**config.mk**
```make
export PLATFORM = sky130hd
export DESIGN_NAME = alu_slice_serial
export DESIGN_NICKNAME = d
export VERILOG_FILES = /design/src/rtl/alu_slice_serial.sv
export SDC_FILE = /design/constraint.sdc
export NUM_CORES = 1
export LEC_CHECK = 0
export ABC_CLOCK_PERIOD_IN_PS = 3400
export CORE_ASPECT_RATIO = 1.5
export CORE_UTILIZATION = 54
export CTS_BUF_LIST = sky130_fd_sc_hd__clkbuf_4 sky130_fd_sc_hd__clkbuf_8 sky130_fd_sc_hd__clkbuf_16
export CTS_CLUSTER_DIAMETER = 120
export DETAILED_ROUTE_END_ITERATION = 8
export DONT_BUFFER_PORTS = 1
export PLACE_DENSITY = 0.69
export SETUP_SLACK_MARGIN = 0.4
export SYNTH_ARGS = -nofsm -noshare
export SYNTH_HDL_FRONTEND = slang
export SYNTH_SLANG_ARGS = --single-unit
```
**constraint.sdc**
```tcl
create_clock -name clk -period 3.4 [get_ports clk]
set_clock_uncertainty 0.15 [all_clocks]
set_input_delay 0.68 -clock clk [delete_from_list [all_inputs] [get_ports clk]]
set_output_delay 0.68 -clock clk [all_outputs]
set_load 0.05 [all_outputs]
```
**src/rtl/alu_slice_serial.sv**
```systemverilog
// alu_slice_serial: N-bit ALU (AND/OR/ADD/SUB) evaluated SLICE bits per clock.
// The carry is kept in a register between slices, so one narrow adder serves
// the full operand width. A start/busy/done handshake frames each operation,
// and the cout/zero/overflow flags are updated only when the last slice lands.
module alu_slice_serial #(
  parameter int WIDTH = 8,
  parameter int SLICE = 2
) (
  input  logic             clk,
  input  logic             rst,
  input  logic             start,
  input  logic [WIDTH-1:0] a,
  input  logic [WIDTH-1:0] b,
  input  logic             cin,
  input  logic [1:0]       op,
  output logic             busy,
  output logic             done,
  output logic [WIDTH-1:0] result,
  output logic             cout,
  output logic             zero,
  output logic             overflow
);

  localparam int N     = WIDTH / SLICE;
  localparam int CNT_W = (N > 1) ? $clog2(N) : 1;

  localparam logic [1:0] OP_AND = 2'b00;
  localparam logic [1:0] OP_OR  = 2'b01;
  localparam logic [1:0] OP_ADD = 2'b10;
  localparam logic [1:0] OP_SUB = 2'b11;

  typedef enum logic [1:0] {
    IDLE = 2'b00,
    RUN  = 2'b01,
    DONE = 2'b10
  } state_t;

  state_t             state;
  state_t             state_nxt;
  logic [CNT_W-1:0]   cnt;
  logic               carry;
  logic [WIDTH-1:0]   a_q;
  logic [WIDTH-1:0]   b_q;
  logic [1:0]         op_q;

  logic               accept;
  logic               last;
  logic [SLICE-1:0]   a_s;
  logic [SLICE-1:0]   b_raw;
  logic [SLICE-1:0]   b_s;
  logic [SLICE-1:0]   s_bits;
  logic               s_c;
  logic               s_cm;
  logic [WIDTH-1:0]   res_nxt;

  // One slice of ripple addition. Returns {carry out, carry into the slice
  // MSB, sum}; the carry into the MSB is recovered from the sum bit so that
  // signed overflow can be formed on the final slice.
  function automatic logic [SLICE+1:0] slice_add(
    input logic [SLICE-1:0] x,
    input logic [SLICE-1:0] y,
    input logic             ci
  );
    logic [SLICE:0] s;
    s = {1'b0, x} + {1'b0, y} + {{SLICE{1'b0}}, ci};
    return {s[SLICE], x[SLICE-1] ^ y[SLICE-1] ^ s[SLICE-1], s[SLICE-1:0]};
  endfunction

  assign accept = (state == IDLE) && start;
  assign last   = (cnt == CNT_W'(N - 1));
  assign busy   = (state == RUN);
  assign done   = (state == DONE);

  // Slice datapath: select the active slice, apply the operation and merge
  // the new bits into a copy of the result register.
  always_comb begin
    a_s     = a_q[int'(cnt)*SLICE +: SLICE];
    b_raw   = b_q[int'(cnt)*SLICE +: SLICE];
    b_s     = (op_q == OP_SUB) ? ~b_raw : b_raw;
    s_bits  = '0;
    s_c     = 1'b0;
    s_cm    = 1'b0;
    case (op_q)
      OP_AND:  s_bits = a_s & b_s;
      OP_OR:   s_bits = a_s | b_s;
      default: {s_c, s_cm, s_bits} = slice_add(a_s, b_s, carry);
    endcase
    res_nxt = result;
    res_nxt[int'(cnt)*SLICE +: SLICE] = s_bits;
  end

  // FSM state register.
  always_ff @(posedge clk or posedge rst) begin
    if (rst) begin
      state <= IDLE;
    end else begin
      state <= state_nxt;
    end
  end

  // FSM next state: one RUN cycle per slice, then a single DONE cycle.
  always_comb begin
    state_nxt = state;
    case (state)
      IDLE:    if (start) state_nxt = RUN;
      RUN:     if (last) state_nxt = DONE;
      DONE:    state_nxt = IDLE;
      default: state_nxt = IDLE;
    endcase
  end

  // Operand capture on acceptance; operands carry no reset as they are only
  // read while RUN, which is always preceded by a capture.
  always_ff @(posedge clk) begin
    if (accept) begin
      a_q <= a;
      b_q <= b;
    end
  end

  // Control, carry chain, result and flags.
  always_ff @(posedge clk or posedge rst) begin
    if (rst) begin
      op_q     <= OP_AND;
      cnt      <= '0;
      carry    <= 1'b0;
      result   <= '0;
      cout     <= 1'b0;
      zero     <= 1'b0;
      overflow <= 1'b0;
    end else if (accept) begin
      op_q <= op;
      cnt  <= '0;
      case (op)
        OP_ADD:  carry <= cin;
        OP_SUB:  carry <= 1'b1;
        default: carry <= 1'b0;
      endcase
    end else if (state == RUN) begin
      result <= res_nxt;
      carry  <= s_c;
      cnt    <= last ? '0 : cnt + CNT_W'(1);
      if (last) begin
        cout     <= s_c;
        overflow <= s_c ^ s_cm;
        zero     <= (res_nxt == '0);
      end
    end
  end

endmodule

```
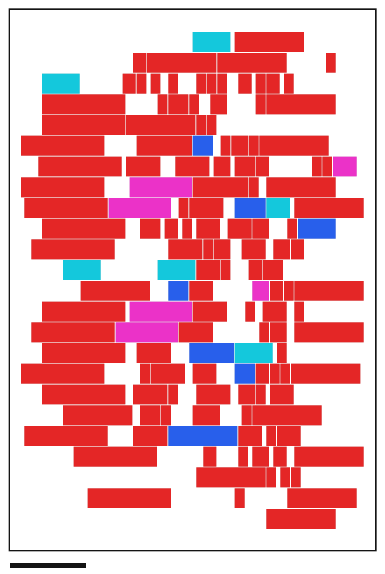
**Above:** run 1 (cells by drive strength).
Bar = 10 µm.
color	size	cells	share	most used
cyan	x6 and larger	6	4.1%	clkbuf_8
magenta	x2	6	4.1%	mux4_2
blue	x3 and x4	7	4.8%	clkbuf_4
red	x1 and smaller	126	87%	nand2_1
area growth from synthesis to layout: 7.70%
fin area: 0.00184 mm²

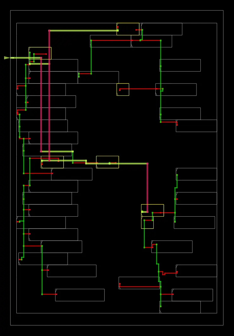
**Above:** run 1 (clock routing).
Flop Count: 34
CTS sink count: 34
TritonCTS buffer count: 5
Clk Latency, worst-skew pair: 280 ps
number of clock buffer instances in the layout: 7

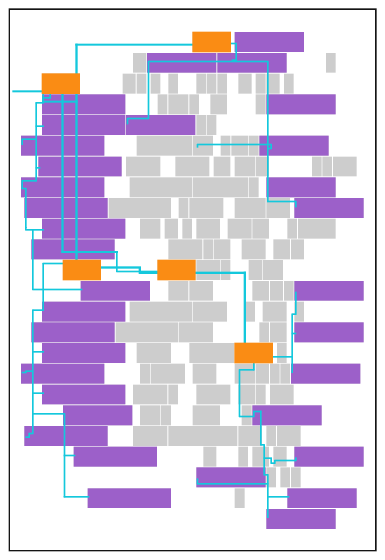
**Above:** run 1 (clock network drawn from the DEF).
[orange] clock-net drivers | count: 5
[cyan] clock wires | length: 364 µm
[purple] flip-flops | count: 34
flops lie	widely spread
routed clock nets	6

==> flow.log, run 1 <==
[report] implementation figures
[metrics] timing-limited maximum frequency: 0.356 GHz
[metrics] number of antenna violations at the first check in global routing: 0
[metrics] final clock period utilization by the worst path: 82.6%
[metrics] cell at the slowest stage of the critical path: fa_1
[metrics] status: finished, final reports clean
[metrics] async set or reset register ratio after synthesis: 52.9%
[metrics] area post-placement: between 0.0015 and 0.002 mm²
[metrics] Worst setup EP type: flip-flop
[metrics] PostCTS Resize Cnt: 0
[metrics] fraction of final layout cells with drive strength greater than 1: 13.1%
[metrics] post-layout instance count excluding filler cells: 184
[metrics] Net count, final: 179
[metrics] number of vias in the routed layout: 1024
[metrics] busiest layer in global routing: met2
[metrics] Top Layout Cells: nand2_1, dfrtp_1, edfxtp_1, inv_1, ha_1
[metrics] met3 layer wire length in the routed design: approximately 120 µm
[metrics] relative area of clock buffers and inverters in the final design: around 4.6%
[metrics] largest net degree at the start of global routing: 22
[metrics] hold buffer count at cts: 0
[metrics] row cnt: 24
[metrics] setup-violating endpoint count in the final report: 0
[metrics] Flop area: 931 µm²
[metrics] number of instances in the synthesized netlist: between 100 and 150
[metrics] sequential cell area fraction in the yosys report: a little over half
[metrics] vias in the first global route: 1013
[metrics] total nets after synthesis: 172
[metrics] wire length of the first global-routing pass: 4.32 mm
[metrics] comb. cell area: about 710 µm²
[metrics] mean instance size in the synthesized netlist: 12.4 µm²
[metrics] drt first pass iters: 4
[metrics] placement-stage worst setup slack: 545 ps
==> run 2: changes to the inputs <==
- ABC_CLOCK_PERIOD_IN_PS: 3400 -> 2500
- PLACE_DENSITY: 0.69 -> 0.72
- clock period: 3.4 -> 2.5 ns (I/O delays scaled with it)
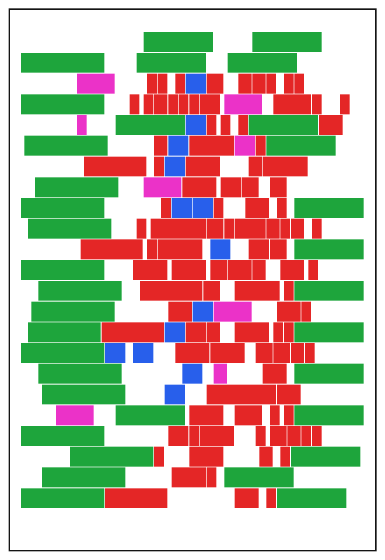
**Above:** run 2 (placement by cell class).
color	class	cells	share of their area
green	registers	34	49%
red	remaining logic cells	103	42%
magenta	clock drivers and dummy loads	8	4.5%
blue	remaining buffers and delay cells	13	5.1%
Finished Core Util: 66.5%
sequential fraction of total cell area: 47.7%
core box area: 0.00294 mm²

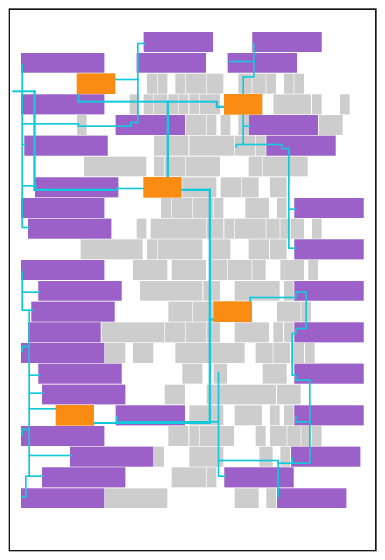
**Above:** run 2 (clock network drawn from the DEF).
[cyan] clock wires | length: 365 µm
[orange] clock-net drivers | count: 5
[purple] flip-flops | count: 34
routed clock nets	6
flops lie	widely spread
Clk Latency, worst-skew pair: 290 ps

==> flow.log, run 2 <==
[report] implementation figures
[metrics] largest net degree at the start of global routing: 22
[metrics] status: finished with violations
[metrics] number of clock buffer instances in the layout: 5
[metrics] timing-limited maximum frequency: 0.366 GHz
[metrics] Worst setup EP type: flip-flop
[metrics] number of vias in the routed layout: about 1100
[metrics] CTS sink count: 34
[metrics] setup-violating endpoint count in the final report: 7
[metrics] Flop area: 932 µm²
[metrics] area post-placement: 0.00185 mm²
[metrics] mean instance size in the synthesized netlist: around 12 µm²
[metrics] busiest layer in global routing: met2
[metrics] hold buffer count at cts: 0
[metrics] PostCTS Resize Cnt: 3
[metrics] wire length of the first global-routing pass: around 4.7 mm
[metrics] total nets after synthesis: 172
[metrics] final worst setup slack: -234 ps
[metrics] Top Layout Cells: nand2_1, dfrtp_1, edfxtp_1, inv_1, buf_4
[metrics] TritonCTS buffer count: 5
[metrics] vias in the first global route: between 1000 and 1500
[metrics] drt first pass iters: 4
[metrics] failing checks: setup timing
[metrics] Net count, final: approximately 190
==> run 3: changes to the inputs <==
- ABC_CLOCK_PERIOD_IN_PS: 2500 -> 3200
- CELL_PAD_IN_SITES_DETAIL_PLACEMENT: unset -> 1
- CELL_PAD_IN_SITES_GLOBAL_PLACEMENT: unset -> 2
- CORE_UTILIZATION: 54 -> 44
- GPL_ROUTABILITY_DRIVEN: unset -> 1
- PLACE_DENSITY: 0.72 -> 0.82
- clock period: 2.5 -> 3.2 ns (I/O delays scaled with it)
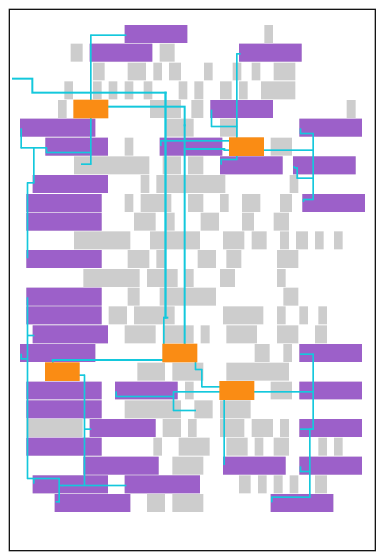
**Above:** run 3 (clock network drawn from the DEF).
[cyan] clock wires | length: 423 µm
[purple] flip-flops | count: 34
[orange] clock-net drivers | count: 5
flops lie	widely spread
routed clock nets	6

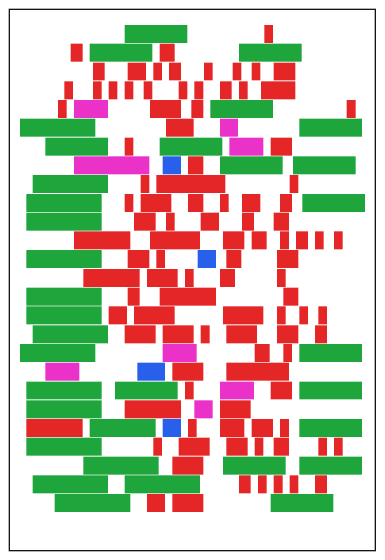
**Above:** run 3 (placement by cell class).
color	class	cells	share of their area
red	remaining logic cells	103	42%
blue	remaining buffers and delay cells	4	1.8%
green	registers	34	50%
magenta	clock drivers and dummy loads	8	6.1%
core box area: 0.00368 mm²
sequential fraction of total cell area: 48.3%
Finished Core Util: 52.4%
fin area: 0.00193 mm²
row cnt: 27

==> flow.log, run 3 <==
[report] implementation figures
[metrics] status: finished, final reports clean
[metrics] Clk Latency, worst-skew pair: 290 ps
[metrics] uppermost layer routed: met4
[metrics] wire length of the first global-routing pass: 5.23 mm
[metrics] number of instances in the synthesized netlist: 138
[metrics] number of clock buffer instances in the layout: 5
[metrics] vias in the first global route: 1137
[metrics] busiest layer in global routing: met2
[metrics] count of boundary I/O pins: 35
[metrics] sequential cell area fraction in the yosys report: 54.5%
[metrics] Net count, final: 182
[metrics] setup-violating endpoint count in the final report: 0
[metrics] area growth from synthesis to layout: 13.0%
[metrics] hold buffer count at cts: 0
[metrics] Top Layout Cells: nand2_1, dfrtp_1, edfxtp_1, inv_1, ha_1
[metrics] clock edge transition at the registers on the reported setup and hold paths: 70 ps
[metrics] Flop Count: 34
[metrics] final worst setup slack: 420 ps
[metrics] #MultiIn Comb: between 80 and 90
[metrics] relative area of clock buffers and inverters in the final design: 5.90%
[metrics] Worst setup EP type: flip-flop
[metrics] final clock period utilization by the worst path: 86.9%
[metrics] Vias per Instance: 5.44
[metrics] async set or reset register ratio after synthesis: 52.9%
[metrics] Flop area: 932 µm²
[metrics] met3 layer wire length in the routed design: approximately 120 µm
[metrics] TritonCTS buffer count: 5
[metrics] comb. cell area: 738 µm²
[metrics] drt first pass iters: 3
[metrics] area post-placement: roughly 0.0018 mm²
[metrics] slew at the pin with the worst max-slew slack: 710 ps
[metrics] cell at the slowest stage of the critical path: mux4_2
[metrics] number of vias in the routed layout: 1044
[metrics] mean instance size in the synthesized netlist: 12.4 µm²
[metrics] Ys Warns: 0
[metrics] CTS sink count: 34
[metrics] fraction of final layout cells with drive strength greater than 1: between 10% and 20%
[metrics] total nets after synthesis: 172
[metrics] post-layout instance count excluding filler cells: 192
[metrics] number of antenna violations at the first check in global routing: 0

==> notes/layouts.md <==
Pictures saved along the way, in no particular order.

Register map, names as in the netlist.
Bar = 10 µm.
image #1
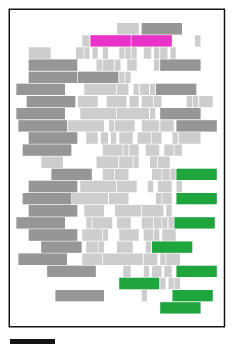
image #2
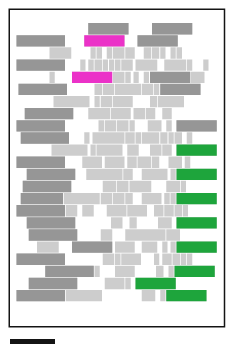
| picture | from |
|---|---|
| image #1 | run 1 |
| image #2 | run 2 |

Key to image #2:
color	signal	flops
green	result	8
magenta	op_q	2

